===== config.mk =====
export PLATFORM = sky130hd
export DESIGN_NAME = pc_fetch
export DESIGN_NICKNAME = d
export VERILOG_FILES = /design/src/rtl/pc_fetch.sv
export SDC_FILE = /design/constraint.sdc
export NUM_CORES = 1
export LEC_CHECK = 0
export CAP_MARGIN = 20
export CORE_MARGIN = 2
export CORE_UTILIZATION = 45
export DETAILED_ROUTE_END_ITERATION = 10
export PLACE_DENSITY = 0.89
export SYNTH_ARGS = -nofsm -noshare
export SYNTH_HDL_FRONTEND = slang
export SYNTH_SLANG_ARGS = --single-unit

===== constraint.sdc =====
create_clock -name clk -period 5.9 [get_ports clk]
set_input_delay 1.18 -clock clk [delete_from_list [all_inputs] [get_ports clk]]
set_output_delay 1.18 -clock clk [all_outputs]
set_load 0.02 [all_outputs]

===== src/rtl/pc_fetch.sv =====
// Fetch stage: one outstanding imem read at a time, result held for decode until accepted or flushed.
// One instruction per two cycles with zero-wait memory; decode stalls hold the stage in HOLD.
module pc_fetch (
  input  logic        clk,
  input  logic        reset,
  input  logic [31:0] npc_in,
  output logic [31:0] nowpc,
  input  logic        flush,
  input  logic [31:0] flush_pc,
  output logic        imem_req,
  output logic [31:0] imem_addr,
  input  logic        imem_ack,
  input  logic [31:0] imem_rdata,
  output logic [31:0] instr_out,
  output logic        instr_valid,
  input  logic        instr_ready,
  output logic        align_err,
  output logic [15:0] fetch_count
);

  typedef enum logic [1:0] {
    S_REQ  = 2'd0,
    S_HOLD = 2'd1,
    S_DROP = 2'd2
  } state_t;

  localparam logic [31:0] PC_RESET = 32'h0000_3000;

  state_t      r_state;
  logic [31:0] r_pc;
  logic [31:0] r_drop_addr;
  logic [31:0] r_nowpc;
  logic [31:0] r_instr_out;
  logic        r_instr_valid;
  logic        r_align_err;
  logic [15:0] r_fetch_count;

  logic [31:0] w_flush_tgt;
  logic        w_flush_mis;
  logic [31:0] w_npc_tgt;
  logic        w_npc_mis;

  assign w_flush_tgt = {flush_pc[31:2], 2'b00};
  assign w_flush_mis = |flush_pc[1:0];
  assign w_npc_tgt   = {npc_in[31:2], 2'b00};
  assign w_npc_mis   = |npc_in[1:0];

  always_ff @(posedge clk or posedge reset) begin
    if (reset) begin
      r_state       <= S_REQ;
      r_pc          <= PC_RESET;
      r_drop_addr   <= 32'h0;
      r_nowpc       <= 32'h0;
      r_instr_out   <= 32'h0;
      r_instr_valid <= 1'b0;
      r_align_err   <= 1'b0;
      r_fetch_count <= 16'h0;
    end else begin
      r_align_err <= 1'b0;
      case (r_state)
        S_REQ: begin
          if (flush) begin
            r_pc        <= w_flush_tgt;
            r_align_err <= w_flush_mis;
            // Without an ack the read is still in flight: keep its address until it completes.
            if (!imem_ack) begin
              r_drop_addr <= r_pc;
              r_state     <= S_DROP;
            end
          end else if (imem_ack) begin
            r_instr_out   <= imem_rdata;
            r_nowpc       <= r_pc;
            r_instr_valid <= 1'b1;
            r_state       <= S_HOLD;
          end
        end
        S_HOLD: begin
          if (flush) begin
            r_pc          <= w_flush_tgt;
            r_align_err   <= w_flush_mis;
            r_instr_valid <= 1'b0;
            r_state       <= S_REQ;
          end else if (r_instr_valid && instr_ready) begin
            r_pc          <= w_npc_tgt;
            r_align_err   <= w_npc_mis;
            r_instr_valid <= 1'b0;
            r_fetch_count <= r_fetch_count + 16'd1;
            r_state       <= S_REQ;
          end
        end
        S_DROP: begin
          if (flush) begin
            r_pc        <= w_flush_tgt;
            r_align_err <= w_flush_mis;
          end
          if (imem_ack) begin
            r_state <= S_REQ;
          end
        end
        default: r_state <= S_REQ;
      endcase
    end
  end

  assign imem_req    = !reset && (r_state != S_HOLD);
  assign imem_addr   = (r_state == S_DROP) ? r_drop_addr : r_pc;
  assign nowpc       = r_nowpc;
  assign instr_out   = r_instr_out;
  assign instr_valid = r_instr_valid;
  assign align_err   = r_align_err;
  assign fetch_count = r_fetch_count;

endmodule

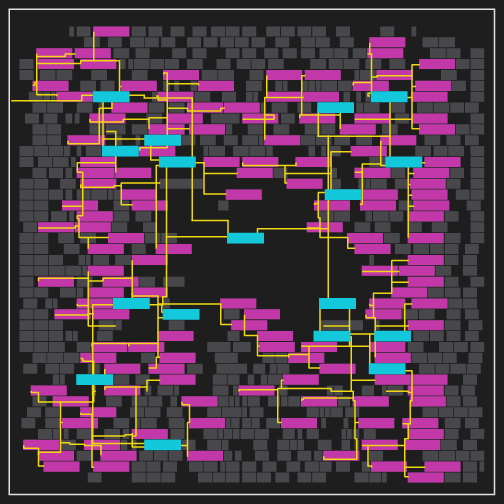
run_1/clock_map.png
Drawn at 4 px/um.
[cyan] cells driving clock nets | count: 17
[yellow] clock wires | length: 1,620 um
[magenta] flip-flops | count: 142
routed clock nets: 18
flops lie: all over the die

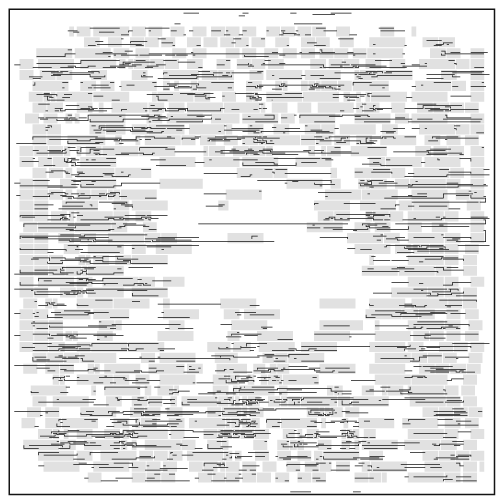
run_1/met1.png
Drawn at 4 px/um.
nets with wire on the layer: 633
wire length on this layer: 5,800 um
longest straight run: 54.3 um

==> out/summary.txt, run 1 <==
Sw Pwr = 0.00104 W
Dominant flop cell = dfrtp_1
I/O pins = 216
mux share = 27.4%
Leak = 3.93 nW
most frequent cell after synthesis = dfrtp_1
Synth Register Bits = 142
most frequent cells in the layout = clkdlybuf4s50_1, dfrtp_1, mux2_2
Core Util at FP = 46.3%
crit path max fanout = 30
filler instances = 957
Crit path required time = 4.72 ns
outcome = finished clean
kind of critical path = reg2out
CTS Root Cell = clkbuf_16
hold wc startpoint = fetch_count[15]
yosys xor share = 2.13%
dpl ws = 2.21 ns
Seq group = 0.00139 W
Die Y = 121 um
Comb power frac = 32.0%
Slew headroom = 30.6%
critical path capture point type = output pin
Syn Area/Cell = 13.7 um2
Post-synth EDFFs = 0
DPL Wire Length = 9910 um
postcts setup bufs = 0
synthesized instance count = 449
clock buffer depth = 2
P_comb = 0.00112 W
Avg WL per Cell = 16.4 um
n_diodes = 0
P_int = 0.00247 W
Final setup viols = 0
hold_buf cts = 0
hold depth = 1
Cell Type Count = 34
worst hold path class = reg2reg
Yosys Chip Area = 6160 um2
Clk pwr share = 28.5%
Period Utilization, post-route = 69.4%
cts bufs inserted = 17
Clk power = 0.000999 W
yosys warns = 0
grt ovf = 0
RePlAce Congestion = 0.874
core area = 13,300 um2
largest net degree at the start of global routing = 97
number of global-route vias before repair = 4,445
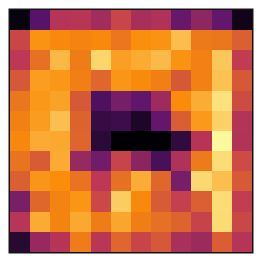
run_1/density.png
Drawn at 2 px/um. The die is cut into 12 by 12 equal tiles; black is low, pale yellow is high, 0 to 100% covered.
fullest tile: 99%
nearly empty tiles: 2.1%
emptiest ninth of the die: centre

run 1: per-layer routing:
metal	vias to the layer above	global-route usage, %	part of all wire [%]
met2	166	32.7	50
met5	-	0	0
met1	2059	24.6	42
met4	0	6.98	1.1
met3	14	4.46	7.1
li1	1997	-	-
run 1: final cells by class:
cell class / instances / area share [%]
multi-input combinational: 278 / 27.0
sequential: 142 / 39.8
tap: 176 / 2.47
clock inverter: 8 / 1.01
inverter: 4 / 0.224
clock buffer: 24 / 5.17
timing repair buffer: 216 / 24.3
run 1: critical path, stage by stage (launching register included):
cell and delay, ns:
dfrtp_1 0.53, inv_1 0.17, nor2_4 0.82, mux2_2 0.44, clkdlybuf4s50_1 0.54
==> inputs of run 2 (changes only) <==
--- a/config.mk
+++ b/config.mk
@@ -7,9 +7,9 @@
 export LEC_CHECK = 0
 export CAP_MARGIN = 20
 export CORE_MARGIN = 2
-export CORE_UTILIZATION = 45
+export CORE_UTILIZATION = 41
 export DETAILED_ROUTE_END_ITERATION = 10
-export PLACE_DENSITY = 0.89
+export PLACE_DENSITY = 0.86
 export SYNTH_ARGS = -nofsm -noshare
 export SYNTH_HDL_FRONTEND = slang
 export SYNTH_SLANG_ARGS = --single-unit
==> constraint.sdc (replaced) <==
create_clock -name clk -period 3.59 [get_ports clk]
set_input_delay 0.718 -clock clk [delete_from_list [all_inputs] [get_ports clk]]
set_output_delay 0.718 -clock clk [all_outputs]
set_load 0.02 [all_outputs]
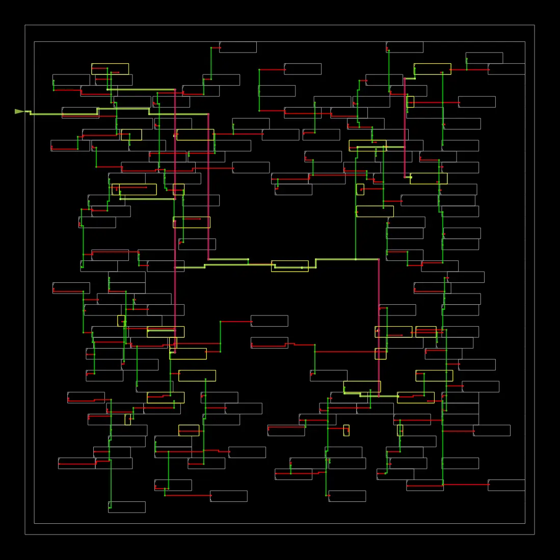
run_2/final_clocks.png
Clk power: 0.00153 W
Clk Latency, worst-skew pair: 0.41 ns
cts bufs inserted: 17
CTS Sinks: 142

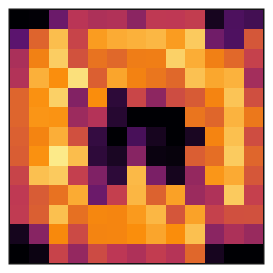
run_2/density.png
Drawn at 2 px/um. The die is cut into 13 by 13 equal tiles; black is low, pale yellow is high, 0 to 100% covered.
tiles over 75% full: 28%
emptiest ninth of the die: centre
nearly empty tiles: 6.5%
mean over tiles: 55%
fullest tile: 95%

==> run 2 against run 1 <==
Combinational power is 67% higher. Worst setup slack got worse by 1.5 ns. Sequential power grew 64%. Register-to-register slack got worse by 2.0 ns. Highest routed layer unchanged.
==> out/summary.txt, run 2 <==
clock buffer depth = 2 (unchanged)
Crit path depth = 5 (+1)
CP top delay family = buffers and inverters
I/O pins = 216 (unchanged)
buffer share of cell area = 24.9% (+0.57 points)
yosys warns = 0 (unchanged)
mux share = 27.4% (unchanged)
Worst path max stage delay = 0.55 ns (-0.27 ns)
Comb gates = 278 (unchanged)
Well Taps = 184 (+4.5%)
Slew headroom = 44.1% (+14 points)
Period Utilization, post-route = 92.9%
Avg WL per Cell = 16.6 um (+0.69%)
dpl ws = 0.653 ns (-1.55 ns)
synthesized instance count = 449 (unchanged)
most frequent cell after synthesis = dfrtp_1
top cell class by occupied area = registers
inverter count = 4 (unchanged)
worst hold path class = reg2reg
outcome = finished clean
Synth Register Bits = 142 (unchanged)
largest net degree at the start of global routing = 75 (-23%)
Leak = 3.94 nW (+0.19%)
core area = 14,600 um2 (+9.7%)
hold_buf cts = 0 (unchanged)
CP max stage cell = clkdlybuf4s50_1
met2 wire len = 7080 um (+1.2%)
Dominant flop cell = dfrtp_1
Comb power frac = 32.9% (+0.9 points)
postcts setup bufs = 0 (unchanged)
critical path capture point type = output pin
Sw Pwr = 0.00172 W (+65%)
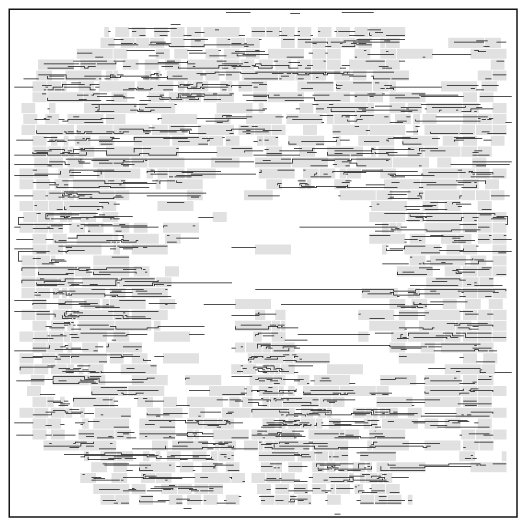
run_2/met1.png
Drawn at 4 px/um.
main direction: horizontal
share of all routed wire: 41%
nets with wire on the layer: 653
longest straight run: 41.4 um
wire length on this layer: 5,760 um

==> run 2: cell counts after synthesis <==
No cell type changed its count.
==> run 2: per-stage QoR <==
stage / hold slack [ns] / cell area (um2) / instances
5_1_grt: 0.502 / 8960 / 858
2_1_floorplan: 0.452 / 6170 / 452
3_5_place_dp: 0.468 / 8450 / 828
4_1_cts: 0.479 / 8960 / 858
6_report: 0.478 / 8960 / 858
3_3_place_gp: 0.462 / 8450 / 828
==> run 2: cells by family after synthesis <==
family,Yosys count
AND/OR/NAND/NOR,68
other,1
buffers and inverters,32
multiplexers,153
AND-OR/OR-AND,37
flip-flops,142
adder cells (fa/ha/maj),1
XOR/XNOR,15
==> run 2: metal layers <==
metal,up-vias,global-route usage [%]
met1,2092,21.8
met2,154,30.3
li1,2003,-
met3,30,5.82
met4,0,8.47
met5,-,0
Power and IR drop assume default switching activity.
